### src/rtl/sram_fifo_pkg.sv
// Shared constants and types for the OpenRAM-backed FIFO controller.
package sram_fifo_pkg;

    localparam int DEFAULT_DATA_WIDTH = 22;
    localparam int DEFAULT_ADDR_WIDTH = 5;
    localparam int DEFAULT_RAM_DEPTH  = 1 << DEFAULT_ADDR_WIDTH;
    localparam int OUTQ_DEPTH         = 2;

    typedef logic [DEFAULT_ADDR_WIDTH-1:0]     ptr_t;
    typedef logic [DEFAULT_ADDR_WIDTH:0]       count_t;
    typedef logic [$clog2(OUTQ_DEPTH+1)-1:0]   outq_count_t;

endpackage

### src/rtl/sram_fifo_outq.sv
// Two-entry output queue that holds words read back from the macro.
// Entry 0 is always the head; a pop shifts entry 1 forward.
module sram_fifo_outq
    import sram_fifo_pkg::*;
#(
    parameter int DATA_WIDTH = DEFAULT_DATA_WIDTH
) (
    input  logic                  clk,
    input  logic                  rst,
    input  logic                  capture,
    input  logic [DATA_WIDTH-1:0] capture_data,
    input  logic                  pop,
    output logic [DATA_WIDTH-1:0] head,
    output outq_count_t           count
);

    localparam outq_count_t ONE = outq_count_t'(1);

    logic [DATA_WIDTH-1:0] entry0;
    logic [DATA_WIDTH-1:0] entry1;

    assign head = entry0;

    // Pop is only ever asserted with count != 0, and capture never arrives with the queue full.
    always_ff @(posedge clk) begin
        if (rst) begin
            entry0 <= '0;
            entry1 <= '0;
            count  <= '0;
        end else begin
            unique case ({capture, pop})
                2'b10: begin
                    if (count == '0) begin
                        entry0 <= capture_data;
                    end else begin
                        entry1 <= capture_data;
                    end
                    count <= count + ONE;
                end
                2'b01: begin
                    entry0 <= entry1;
                    count  <= count - ONE;
                end
                2'b11: begin
                    if (count == ONE) begin
                        entry0 <= capture_data;
                    end else begin
                        entry0 <= entry1;
                        entry1 <= capture_data;
                    end
                end
                default: begin
                end
            endcase
        end
    end

endmodule

### src/rtl/sram_fifo_ctrl.sv
// Single-clock FIFO built on a 0rw1r1w OpenRAM macro (write port 0, read port 1).
// Optional macro SRAM_FIFO_CTRL_LEVEL_EN adds a registered fill-level output and sanity checks.
module sram_fifo_ctrl
    import sram_fifo_pkg::*;
#(
    parameter int DATA_WIDTH = DEFAULT_DATA_WIDTH,
    parameter int ADDR_WIDTH = DEFAULT_ADDR_WIDTH,
    parameter int RAM_DEPTH  = 1 << ADDR_WIDTH
) (
    input  logic                  clk,
    input  logic                  rst,
    input  logic                  push_valid,
    output logic                  push_ready,
    input  logic [DATA_WIDTH-1:0] push_data,
    output logic                  pop_valid,
    input  logic                  pop_ready,
    output logic [DATA_WIDTH-1:0] pop_data,
    output logic                  csb0,
    output logic [ADDR_WIDTH-1:0] addr0,
    output logic [DATA_WIDTH-1:0] din0,
    output logic                  csb1,
    output logic [ADDR_WIDTH-1:0] addr1,
    input  logic [DATA_WIDTH-1:0] dout1
`ifdef SRAM_FIFO_CTRL_LEVEL_EN
    ,
    output logic [ADDR_WIDTH+1:0] level
`endif
);

    localparam logic [ADDR_WIDTH:0]   FULL_LEVEL = RAM_DEPTH[ADDR_WIDTH:0];
    localparam logic [ADDR_WIDTH:0]   CNT_ONE    = {{ADDR_WIDTH{1'b0}}, 1'b1};
    localparam logic [ADDR_WIDTH-1:0] PTR_ONE    = {{(ADDR_WIDTH-1){1'b0}}, 1'b1};

    logic [ADDR_WIDTH-1:0] wptr;
    logic [ADDR_WIDTH-1:0] rptr;
    logic [ADDR_WIDTH:0]   committed;
    logic [ADDR_WIDTH:0]   committed_next;
    logic [ADDR_WIDTH:0]   sram_used;
    logic [ADDR_WIDTH:0]   sram_used_next;
    logic                  inflight;
    logic                  accept;
    logic                  issue;
    logic                  pop_fire;
    logic [2:0]            occupancy;
    outq_count_t           outq_count;
    logic [DATA_WIDTH-1:0] outq_head;

    assign push_ready = !rst && (sram_used < FULL_LEVEL);
    assign accept     = push_valid && push_ready;
    assign pop_valid  = !rst && (outq_count != '0);
    assign pop_fire   = pop_valid && pop_ready;
    assign occupancy  = {1'b0, outq_count} + {2'b00, inflight};

    // Counting this cycle's pop as free space lets the queue stream one word per cycle.
    assign issue = !rst && (committed != '0)
                 && ((occupancy < 3'd2) || (pop_fire && (occupancy == 3'd2)));

    assign csb0     = !accept;
    assign addr0    = wptr;
    assign din0     = push_data;
    assign csb1     = !issue;
    assign addr1    = rptr;
    assign pop_data = outq_head;

    // Both counters lag by a cycle so a slot is never written and read on the same negedge.
    always_comb begin
        committed_next = committed;
        sram_used_next = sram_used;
        if (accept) begin
            committed_next = committed_next + CNT_ONE;
            sram_used_next = sram_used_next + CNT_ONE;
        end
        if (issue) begin
            committed_next = committed_next - CNT_ONE;
        end
        if (inflight) begin
            sram_used_next = sram_used_next - CNT_ONE;
        end
    end

    always_ff @(posedge clk) begin
        if (rst) begin
            wptr      <= '0;
            rptr      <= '0;
            committed <= '0;
            sram_used <= '0;
            inflight  <= 1'b0;
        end else begin
            if (accept) begin
                wptr <= wptr + PTR_ONE;
            end
            if (issue) begin
                rptr <= rptr + PTR_ONE;
            end
            committed <= committed_next;
            sram_used <= sram_used_next;
            inflight  <= issue;
        end
    end

    sram_fifo_outq #(
        .DATA_WIDTH(DATA_WIDTH)
    ) u_outq (
        .clk         (clk),
        .rst         (rst),
        .capture     (inflight),
        .capture_data(dout1),
        .pop         (pop_fire),
        .head        (outq_head),
        .count       (outq_count)
    );

`ifdef SRAM_FIFO_CTRL_LEVEL_EN
    always_ff @(posedge clk) begin
        if (rst) begin
            level <= '0;
        end else begin
            level <= {1'b0, sram_used} + {{ADDR_WIDTH{1'b0}}, outq_count};
        end
    end

`ifndef SYNTHESIS
    always_ff @(posedge clk) begin
        if (!rst) begin
            assert (!(accept && (sram_used == FULL_LEVEL)));
            assert (!(pop_fire && (outq_count == '0)));
        end
    end
`endif
`endif

endmodule

### config.mk
export PLATFORM = sky130hd
export DESIGN_NAME = sram_fifo_ctrl
export DESIGN_NICKNAME = d
export VERILOG_FILES = /design/src/rtl/sram_fifo_pkg.sv /design/src/rtl/sram_fifo_outq.sv /design/src/rtl/sram_fifo_ctrl.sv
export SDC_FILE = /design/constraint.sdc
export NUM_CORES = 1
export LEC_CHECK = 0
export CAP_MARGIN = 20
export CORE_MARGIN = 2
export CORE_UTILIZATION = 32
export DETAILED_ROUTE_END_ITERATION = 7
export PLACE_DENSITY = 0.68
export SETUP_SLACK_MARGIN = 0.15
export SLEW_MARGIN = 5
export SYNTH_ARGS = -nofsm -noshare
export SYNTH_HDL_FRONTEND = slang
export SYNTH_HIERARCHICAL = 1
export SYNTH_SLANG_ARGS = --single-unit
### constraint.sdc
create_clock -name clk -period 2.95 [get_ports clk]
set_input_delay 0.7375 -clock clk [delete_from_list [all_inputs] [get_ports clk]]
set_output_delay 0.7375 -clock clk [all_outputs]
set_load 0.05 [all_outputs]
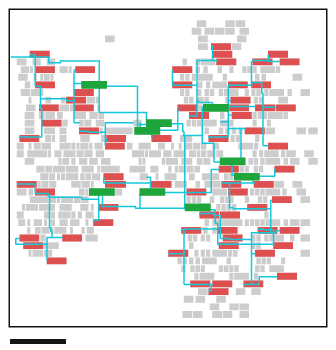
(routed clock nets over the placement)
The bar under the picture is 20 um long.
- green: clock-net drivers (count 9)
- cyan: clock wires (length 947 um)
- red: flip-flops (count 69)
- routed clock nets: 10
clock latency on the worst-skew pair: 0.33 ns
setup clock skew after layout: 0.0150 ns
part of the total power dissipated in the clock network: 0.210

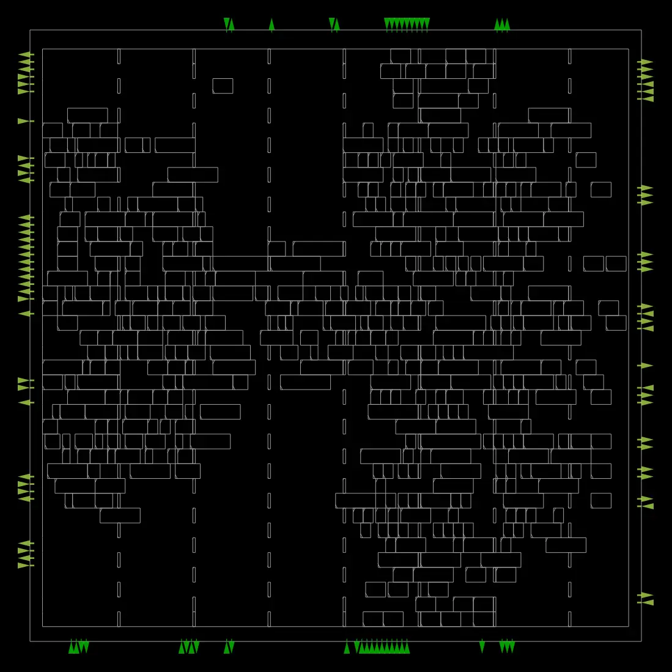
(placement view)
share of the core filled with cells in the final layout: 0.411
row count: 39

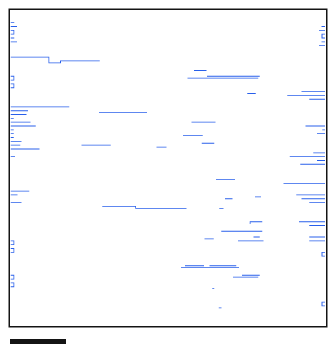
(M3 wires)
The bar under the picture is 20 um long.
- wire length on this layer: 507 um
- nets with wire on the layer: 67
- longest straight run: 24.8 um
- share of all routed wire: 5.4%
Via Count: 3248
Routed Wire Length: 9.32 mm
GR met3 Demand/Resource: 0.0421

==> COMMIT_EDITMSG <==
Record implementation results from latest flow run

- Run status: finished clean
- For the worst reg-to-reg path, the endpoint reported by OpenROAD is u_outq/entry1[7].
* Antenna violations before repair: 0
- Period minus WS final: roughly 2.6 ns
- Setup crit end kind: output pin
- Filler Cell Count: 1148
- Number of multi-input combinational cells in the layout: 286
- According to the cell report, flip-flops and latches in the layout number 69.
- Cell chain of the critical path: inv_1 -> ha_1 -> or4b_1 -> o21bai_4 -> nor2_4 -> inv_2 -> buf_12
- The final timing report gives a worst setup slack of 0.303 ns.
- As logged by OpenROAD, the buffers inserted on ports number 61.
- Worst reg2reg path startpoint: u_outq/count[1]
- Cell Area, Placed: 4350 sq um
- After clock tree synthesis, the flow added hold-fix buffers numbering 0.
- The final timing report lists a max-slew violation count of 0.
- Slew of the pin with the lowest slew margin: 0.793 ns
* Proportion of synthesized chip area in sequential cells: 0.368
* Depth of the worst register-to-register path: 7
- Looking at the worst setup and hold paths, the clock pins of their registers show a slew of approximately 0.06 ns.
* Number of setup violations in the final report: 0
- During I/O placement, the number of pins put on the boundary was 106.
- Hold timing on the final database bottoms out at a slack of between 0.4 and 0.5 ns.
- Post-placement setup slack: 0.0443 ns
* Vertical die size: about 110 um
- Max-capacitance violation count: 0
- The critical path maximum fanout is 7.
- For the worst min-delay path, the startpoint reported by OpenROAD is u_outq/entry1[13].
* Worst Hold Class: reg2reg
- GR Layer Usage met2: 0.246
* Largest contributor to cell area by class: combinational gates
- Leak Pwr: roughly 1.6 nW
- Per the detail_route report, DRC violations left total 0.
- Setup_tns: 0 ns
- Maximum number of pins on one net before global-route repair: ~64
- Fraction of synthesis flops using an asynchronous set or reset pin: 0
- Note, the detailed placer reported a final HPWL of 6.02 mm.
- Share of final layout cell area taken by non-clock buffers: 0.160
* Chip area from the yosys synthesis statistics: 3750 sq um
- Critical Path Max Stage Delay: 0.48 ns
- Once detail routing completed, the nets flagged for antenna violations numbered 0.
* Non-Clock Inverter Count: 11
- For this design, Yosys synthesis ends with a cell count of 420.
- End of the worst hold path: u_outq/entry1[13]
* Unrepaired setup endpoints after global routing: false
- Highest-delay cell along the critical path: or4b_1
- Peak clock frequency supported by timing: 378 MHz
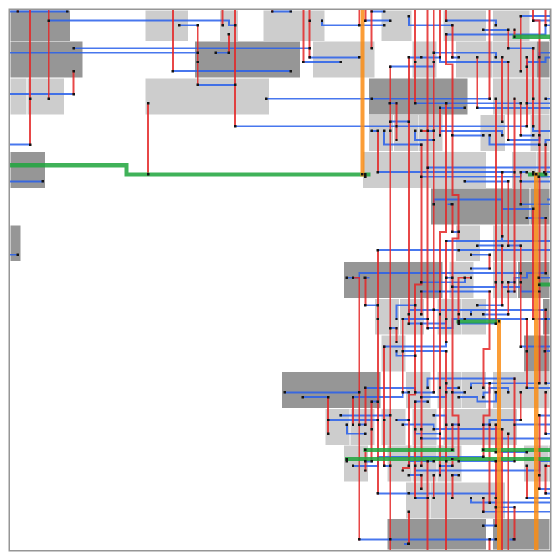
(layout detail)
Window x 36 to 76, y 14 to 54 um. Cells in grey, sequential cells in the stronger grey; small squares are vias.
- blue: M1
- red: M2
- green: M3
- orange: M4
- sequential cells in the window: 9
- cells with their middle in the window: 54
- most frequent: o21ai_0 (16), dfxtp_1 (7), a21oi_1 (7)
- netlist names of flops here include: `u_outq/entry1` (5)

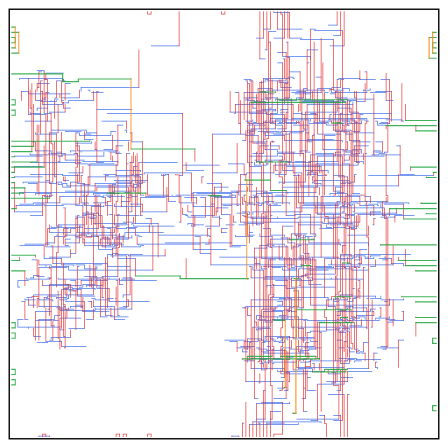
(signal wires by layer)
- green: M3 (wire length 507 um)
- blue: M1 (wire length 4050 um)
- orange: M4 (wire length 119 um)
- red: M2 (wire length 4650 um)
Total GRT Usage: 0.147
routed length per placed instance: 15.4 um

worst max-delay path: cells and delay by family, from the launching register on:
kind | cells | cell delay, ns
AND-OR/OR-AND | 1 | 0.23
adder cells (fa/ha/maj) | 1 | 0.13
buffers and inverters | 3 | 0.30
flip-flops | 1 | 0.37
AND/OR/NAND/NOR | 2 | 0.54
state kept, by name, summed over array words and instances (netlist names):
name	count
committed	6
sram_used	6
addr1	5
addr0	5
u_outq/count	2
inflight	1
u_outq/head	22
u_outq/entry1	22
logic make-up after synthesis:
logic type	count (synthesis)	synth area share
flip-flops	69	0.368
AND-OR/OR-AND	150	0.277
multiplexers	4	0.0113
AND/OR/NAND/NOR	94	0.145
buffers and inverters	65	0.0927
adder cells (fa/ha/maj)	15	0.0500
XOR/XNOR	23	0.0557
where the power goes:
part	internal (mW)	leakage, nW	switching, mW
sequential	1.24	0.566	0.234
clock	0.682	0.145	0.422
combinational	1.02	0.919	1.64
total	2.95	1.63	2.30
cell usage in the layout (no fill, tap or decap), drive strengths merged, types with 6 or more instances in the layout:
| cell | n |
|---|---|
| a21oi | 45 |
| a311oi | 23 |
| buf | 24 |
| clkbuf | 10 |
| clkdlybuf4s50 | 56 |
| dfxtp | 69 |
| ha | 15 |
| inv | 13 |
| nand2 | 8 |
| nand3 | 24 |
| nand4 | 6 |
| nor2 | 25 |
| o21ai | 69 |
| xnor2 | 12 |
| xor2 | 11 |
worst max-delay path by stage:
stage,end
after global placement,csb0
after CTS,csb1
after detailed placement,csb0
after floorplan,push_ready
final,csb1
after global routing,csb1
layer usage:
layer | part of all wire | vias up | wire length, um
li1 | - | 1572 | -
met1 | 0.43 | 1572 | 4050
met2 | 0.50 | 88 | 4650
met3 | 0.054 | 16 | 506
met4 | 0.013 | 0 | 119
met5 | 0 | - | 0
No activity file was given, so power comes from the tool's default toggle rates.
